## src/rtl/joystick_spi_responder.sv

```systemverilog
// SPI mode-0 slave emulating the 2-axis joystick: 5-byte frames, x/y/button readback, LED command decode.
// Optional JSTK_MISO_TRISTATE_EN: release miso (1'bz) whenever no frame is in progress.
module joystick_spi_responder #(
    parameter int         FRAME_BYTES = 5,
    parameter int         SYNC_STAGES = 2,
    parameter logic [5:0] CMD_PREFIX  = 6'b100000
) (
    input  logic       clk50M,
    input  logic       rst_n,
    input  logic [9:0] x_in,
    input  logic [9:0] y_in,
    input  logic [2:0] btn_in,
    input  logic       sck,
    input  logic       cs,
    input  logic       mosi,
    output logic       miso,
    output logic [1:0] led,
    output logic       cmd_valid,
    output logic       frame_done,
    output logic       frame_err,
    output logic       busy
);

    localparam int FRAME_BITS = FRAME_BYTES * 8;
    localparam int CTR_W      = $clog2(FRAME_BITS + 1);
    localparam logic [CTR_W-1:0] CTR_FULL = CTR_W'(FRAME_BITS);
    localparam logic [CTR_W-1:0] CMD_BITS = CTR_W'(8);

    typedef enum logic {IDLE, SHIFT} state_t;

    state_t                 r_state;
    state_t                 w_next_state;
    logic [SYNC_STAGES-1:0] r_sck_sync;
    logic [SYNC_STAGES-1:0] r_cs_sync;
    logic [SYNC_STAGES-1:0] r_mosi_sync;
    logic                   r_sck_d;
    logic                   r_cs_d;
    logic [FRAME_BITS-1:0]  r_tx;
    logic [7:0]             r_cmd;
    logic [CTR_W-1:0]       r_bit_ctr;
    logic                   r_miso;
    logic [1:0]             r_led;
    logic                   r_cmd_valid;
    logic                   r_frame_done;
    logic                   r_frame_err;
    logic [FRAME_BITS-1:0]  w_snap;
    logic                   w_sck_s;
    logic                   w_cs_s;
    logic                   w_mosi_s;
    logic                   w_sck_rise;
    logic                   w_sck_fall;
    logic                   w_cs_rise;
    logic                   w_cs_fall;

    // cs synchronizer resets to 0 so a cs already low at reset release never looks like a new frame.
    always_ff @(posedge clk50M or negedge rst_n) begin
        if (!rst_n) begin
            r_sck_sync  <= '0;
            r_cs_sync   <= '0;
            r_mosi_sync <= '0;
            r_sck_d     <= 1'b0;
            r_cs_d      <= 1'b0;
        end else begin
            r_sck_sync  <= {r_sck_sync[SYNC_STAGES-2:0], sck};
            r_cs_sync   <= {r_cs_sync[SYNC_STAGES-2:0], cs};
            r_mosi_sync <= {r_mosi_sync[SYNC_STAGES-2:0], mosi};
            r_sck_d     <= w_sck_s;
            r_cs_d      <= w_cs_s;
        end
    end

    assign w_sck_s    = r_sck_sync[SYNC_STAGES-1];
    assign w_cs_s     = r_cs_sync[SYNC_STAGES-1];
    assign w_mosi_s   = r_mosi_sync[SYNC_STAGES-1];
    assign w_sck_rise = w_sck_s & ~r_sck_d;
    assign w_sck_fall = ~w_sck_s & r_sck_d;
    assign w_cs_rise  = w_cs_s & ~r_cs_d;
    assign w_cs_fall  = ~w_cs_s & r_cs_d;

    always_comb begin
        w_snap = '0;
        w_snap[FRAME_BITS-1 -: 40] = {x_in[7:0], 6'b0, x_in[9:8],
                                      y_in[7:0], 6'b0, y_in[9:8],
                                      5'b0, btn_in};
    end

    always_ff @(posedge clk50M or negedge rst_n) begin
        if (!rst_n) r_state <= IDLE;
        else        r_state <= w_next_state;
    end

    always_comb begin
        w_next_state = r_state;
        case (r_state)
            IDLE:    if (w_cs_fall) w_next_state = SHIFT;
            SHIFT:   if (w_cs_rise) w_next_state = IDLE;
            default: w_next_state = IDLE;
        endcase
    end

    always_ff @(posedge clk50M or negedge rst_n) begin
        if (!rst_n) begin
            r_tx         <= '0;
            r_cmd        <= '0;
            r_bit_ctr    <= '0;
            r_miso       <= 1'b0;
            r_led        <= 2'b00;
            r_cmd_valid  <= 1'b0;
            r_frame_done <= 1'b0;
            r_frame_err  <= 1'b0;
        end else begin
            r_cmd_valid  <= 1'b0;
            r_frame_done <= 1'b0;
            r_frame_err  <= 1'b0;
            if (r_state == IDLE) begin
                // sck edges coinciding with the cs fall are deliberately dropped here.
                if (w_cs_fall) begin
                    r_tx      <= w_snap;
                    r_miso    <= w_snap[FRAME_BITS-1];
                    r_bit_ctr <= '0;
                end
            end else if (w_cs_rise) begin
                r_miso <= 1'b0;
                if (r_bit_ctr >= CTR_FULL) begin
                    r_frame_done <= 1'b1;
                    if (r_cmd[7:2] == CMD_PREFIX) begin
                        r_led       <= r_cmd[1:0];
                        r_cmd_valid <= 1'b1;
                    end
                end else begin
                    r_frame_err <= 1'b1;
                end
            end else begin
                if (w_sck_rise) begin
                    if (r_bit_ctr < CMD_BITS) r_cmd <= {r_cmd[6:0], w_mosi_s};
                    if (r_bit_ctr != CTR_FULL) r_bit_ctr <= r_bit_ctr + 1'b1;
                end
                // Zero-fill drains the frame so bits past the end read as 0.
                if (w_sck_fall) begin
                    r_tx   <= r_tx << 1;
                    r_miso <= r_tx[FRAME_BITS-2];
                end
            end
        end
    end

`ifdef JSTK_MISO_TRISTATE_EN
    assign miso = (r_state == SHIFT) ? r_miso : 1'bz;
`else
    assign miso = r_miso;
`endif
    assign led        = r_led;
    assign cmd_valid  = r_cmd_valid;
    assign frame_done = r_frame_done;
    assign frame_err  = r_frame_err;
    assign busy       = (r_state == SHIFT);

endmodule

```

## config.mk

```make
export PLATFORM = sky130hd
export DESIGN_NAME = joystick_spi_responder
export DESIGN_NICKNAME = d
export VERILOG_FILES = /design/src/rtl/joystick_spi_responder.sv
export SDC_FILE = /design/constraint.sdc
export NUM_CORES = 1
export LEC_CHECK = 0
export ABC_AREA = 1
export CORE_MARGIN = 2
export CORE_UTILIZATION = 55
export CTS_BUF_LIST = sky130_fd_sc_hd__clkbuf_16
export CTS_CLUSTER_DIAMETER = 150
export DETAILED_ROUTE_END_ITERATION = 8
export PLACE_DENSITY = 0.75
export SLEW_MARGIN = 20
export SYNTH_ARGS = -nofsm -noshare
export SYNTH_HDL_FRONTEND = slang
export SYNTH_SLANG_ARGS = --single-unit
```

## constraint.sdc

```tcl
create_clock -name clk50M -period 1.5 [get_ports clk50M]
set_input_delay 0.15 -clock clk50M [delete_from_list [all_inputs] [get_ports clk50M]]
set_output_delay 0.15 -clock clk50M [all_outputs]
set_load 0.005 [all_outputs]
```

==> images/pinout.png <==
Pins as bars across the die edge, other pins in grey.
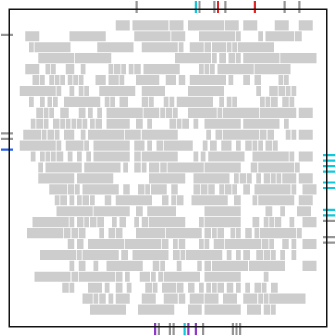
- led: red (pins 2; direction output; edge top)
- cs: blue (pins 1; direction input; edge left)
- btn_in: purple (pins 3; direction input; edge bottom)
- x_in: cyan (pins 10; direction input; edge 8 right, 1 top, 1 bottom)
die span in x: 78.63 um
count of input and output buffers: 34
Vert. Die Dim: 78.63 um

==> Slide: Implementation Results <==
Physical Implementation Snapshot

Outcome
  • Status: finished, final reports clean

Global route
  • Global Route met1 Usage: 0.2887
  • Global route total overflow: 0
  • Initial antenna violation count: 0
  • Layer carrying the most global-route usage: met2
  • Global-route wire length before repair: between 10000 and 15000 um
  • Vias in the first global route: 2410
  • Largest net degree at the start of global routing: 45
  • Global Route met2 Usage: 0.3521

Setup path
  • Delay contributed by the slowest stage of the critical path: 0.42 ns
  • Capture point of the worst reg-to-reg path: r_tx[15]
  • Register-to-Register Path Depth: 6
  • Startpoint of the worst setup timing path: r_cs_sync[1]
  • Arr. time, crit path: 1.63 ns
  • Buf/Inv on CP: 1
  • Critical path start-end classification: flip-flop to flip-flop
  • Cells along the critical path: o21ai_4, nand2_4, nor2_8, buf_12, nand3_1, o21ai_0
  • Required time at the worst-slack endpoint: 1.72 ns
  • Worst R2R Start: r_cs_sync[1]
  • Endpoint of the worst setup timing path: r_tx[15]
  • Worst-path cell with the longest stage delay: sky130_fd_sc_hd__dfrtp_1
  • Kind of end point of the critical path: flip-flop
  • Levels on crit path: 6
  • Category of cells accounting for the largest share of critical-path delay: flip-flops
  • Largest fanout on the critical path: 22
  • Setup slack on the worst flop-to-flop path: 0.09 ns

Cells and area
  • Combinational gate area: roughly 1100 um^2
  • Fraction of standard cell area in multi-input logic: 0.2852
  • Clock-cell share of area: 0.06588
  • Flip-flop count of the largest register, all copies and words added: 39
  • Layout buffering overhead excluding clock cells: 0.1350
  • Num sequential: between 60 and 70
  • Number of signal-net buffers in the layout: 47
  • Largest area class, layout: sequential cells
  • Number of clock buffers in the layout: 9
  • Finished Cell Area: approximately 3800 um^2
  • Layout cell share with drive strength beyond 1: 0.08229
  • Antenna diode instance count: 0
  • Most frequently placed logic cells in the final layout: sky130_fd_sc_hd__nand2_1, sky130_fd_sc_hd__dfrtp_1, sky130_fd_sc_hd__o21ai_0
  • # nets final: approximately 430
  • Final core utilization: 0.6984
  • Sequential share of cell area: 0.4480
  • Register cell area after layout: 1702 um^2
  • Layout multi-input combinational cell count: ~230
  • Most common library cell in the layout ignoring fill and taps: sky130_fd_sc_hd__nand2_1
  • Tally of filler cells in the layout: ~430
  • Logic inverters: 42
  • Most flops, register: r_tx
  • Regs by FF count: r_tx (39), r_cmd (8), r_bit_ctr (6)

Synth
  • Post-synthesis instance area: slightly above 3000 um^2
  • Post-Synthesis Net Count: 385
  • Post-synth EDFFs: 0
  • Post-synthesis sequential area ratio: 0.5556
  • Ranking of synthesized cells by area: sky130_fd_sc_hd__dfrtp_1, sky130_fd_sc_hd__nand2_1, sky130_fd_sc_hd__o21ai_0, sky130_fd_sc_hd__inv_1, sky130_fd_sc_hd__nand3_1
  • Async set or reset register ratio after synthesis: 1.000
  • Number of standard cells reported by yosys: 355
  • Cell count after synthesis: 355
  • Most repeated cell in the gate-level netlist after synthesis: sky130_fd_sc_hd__nand2_1
  • Syn. warnings: 0
  • Post-synth top area share: 0.5556
  • Area fraction in full adders, half adders and majority gates: 0.008170
  • Average footprint of a synthesized cell: 8.628 um^2
  • Distinct cell type count after synthesis: 24
  • Post-Synth XOR/XNOR Area: 0
  • Simple-gate area share of the yosys netlist: 0.2124
  • Primary FF master, synth: sky130_fd_sc_hd__dfrtp_1
  • Dominant kind of combinational cell: simple AND/OR/NAND/NOR gates
  • Top post-synthesis cells by count: sky130_fd_sc_hd__nand2_1, sky130_fd_sc_hd__dfrtp_1, sky130_fd_sc_hd__o21ai_0, sky130_fd_sc_hd__inv_1, sky130_fd_sc_hd__nand3_1
  • Multiplexer share of the synthesized area: 0
  • Cell type with the highest aggregate area in the netlist: sky130_fd_sc_hd__dfrtp_1
  • Chip Area, Yosys: 3063 um^2

Drt
  • Via count: approximately 2400
  • Routed wire length per instance: 12.74 um
  • Initial DRC Count: 137
  • Routed length on met1: between 2000 and 3000 um
  • Met2 WL post-DR: 2850 um
  • Via density: between 5 and 6
  • Number of remaining DRC errors: 0
  • Highest metal layer with signal wires: met4
  • Number of optimization iterations in the first detailed-route pass: 4

Timing
  • Fin crit share: 0.9383
  • Fmax achieved: 710.5 MHz
  • Final Max-Slew Violation Tally: 0
  • Final tally of hold violations: 0
  • Final setup vio count: 0
  • Worst hold slack: ~0.27 ns
  • Final setup slack of the worst path: 0.09256 ns
  • Transition time at the pin with the least slew margin: between 0.4 and 0.5 ns
  • Tightest slew margin relative to the limit: 0.6816
  • Total negative setup slack: 0 ns
  • Setup clock skew after layout: 0.004080 ns
  • Min Tclk post-route: between 1 and 1.5 ns

Clocking
  • Maximum level of the CTS H-tree: 3
  • Clk ins delay skew pair: 0.32 ns
  • Total setup buffers inserted after CTS: 1
  • CTS root buf: sky130_fd_sc_hd__clkbuf_16
  • Maximum buffer depth of the clock tree: 2
  • TritonCTS clock tree: built
  • CTS Buf Count: 9
  • Register clock-pin slew on the reported worst setup and hold paths: ~0.050 ns
  • Number of gates resized after CTS: 1
  • Post-CTS Hold Buffers: 1

Floorplan
  • FP Core Util: 0.5631
  • Floorplan core area: 5439 um^2
  • Full die area: just over 6000 um^2
  • Number of well taps: 72
  • Number of ports placed on the die boundary: 35
  • Cell row count: 27

Pwr
  • Largest power group: sequential cells
  • Sw Share: 0.2760
  • Power consumed by combinational cells: 929 uW
  • Power Density: approximately 1300 nW/um^2
  • Maximum ir drop on the vdd rail: approximately 0.00075 V
  • Total sequential power: about 2300 uW
  • Power in the clock group: around 1800 uW
  • Overall power of the completed layout: 5000 uW
  • Leakage power: approximately 0.0019 uW
  • Net load switching power: approximately 1400 uW
  • Clock network power share: 0.353
  • Register share of total power: 0.461

Hold path
  • Worst hold path endpoint: r_mosi_sync[0]
  • Worst min-delay path class: primary input to flip-flop
  • Hold Path Stages: 1
  • Start point of the worst hold path: mosi

Flow run
  • OpenROAD warning count: 28
  • Count of max-cap constraint violations: 0

Placement
  • Placement Cell Area: 3491 um^2
  • Worst setup slack before clock tree synthesis: 0.07445 ns
  • HPWL after detailed placement: between 3000 and 4000 um
==> images/ff_map.png <==
Other sequential cells in the stronger grey, the rest of the logic in the fainter grey.
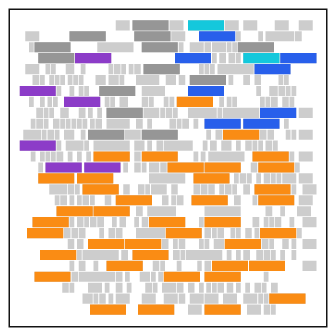
- r_tx: orange (flops 39)
- r_bit_ctr: purple (flops 6)
- led: cyan (flops 2)
- r_cmd: blue (flops 8; where top right)
- not coloured: 13

Power figures rest on the tool's default switching activity, not on a simulated workload.
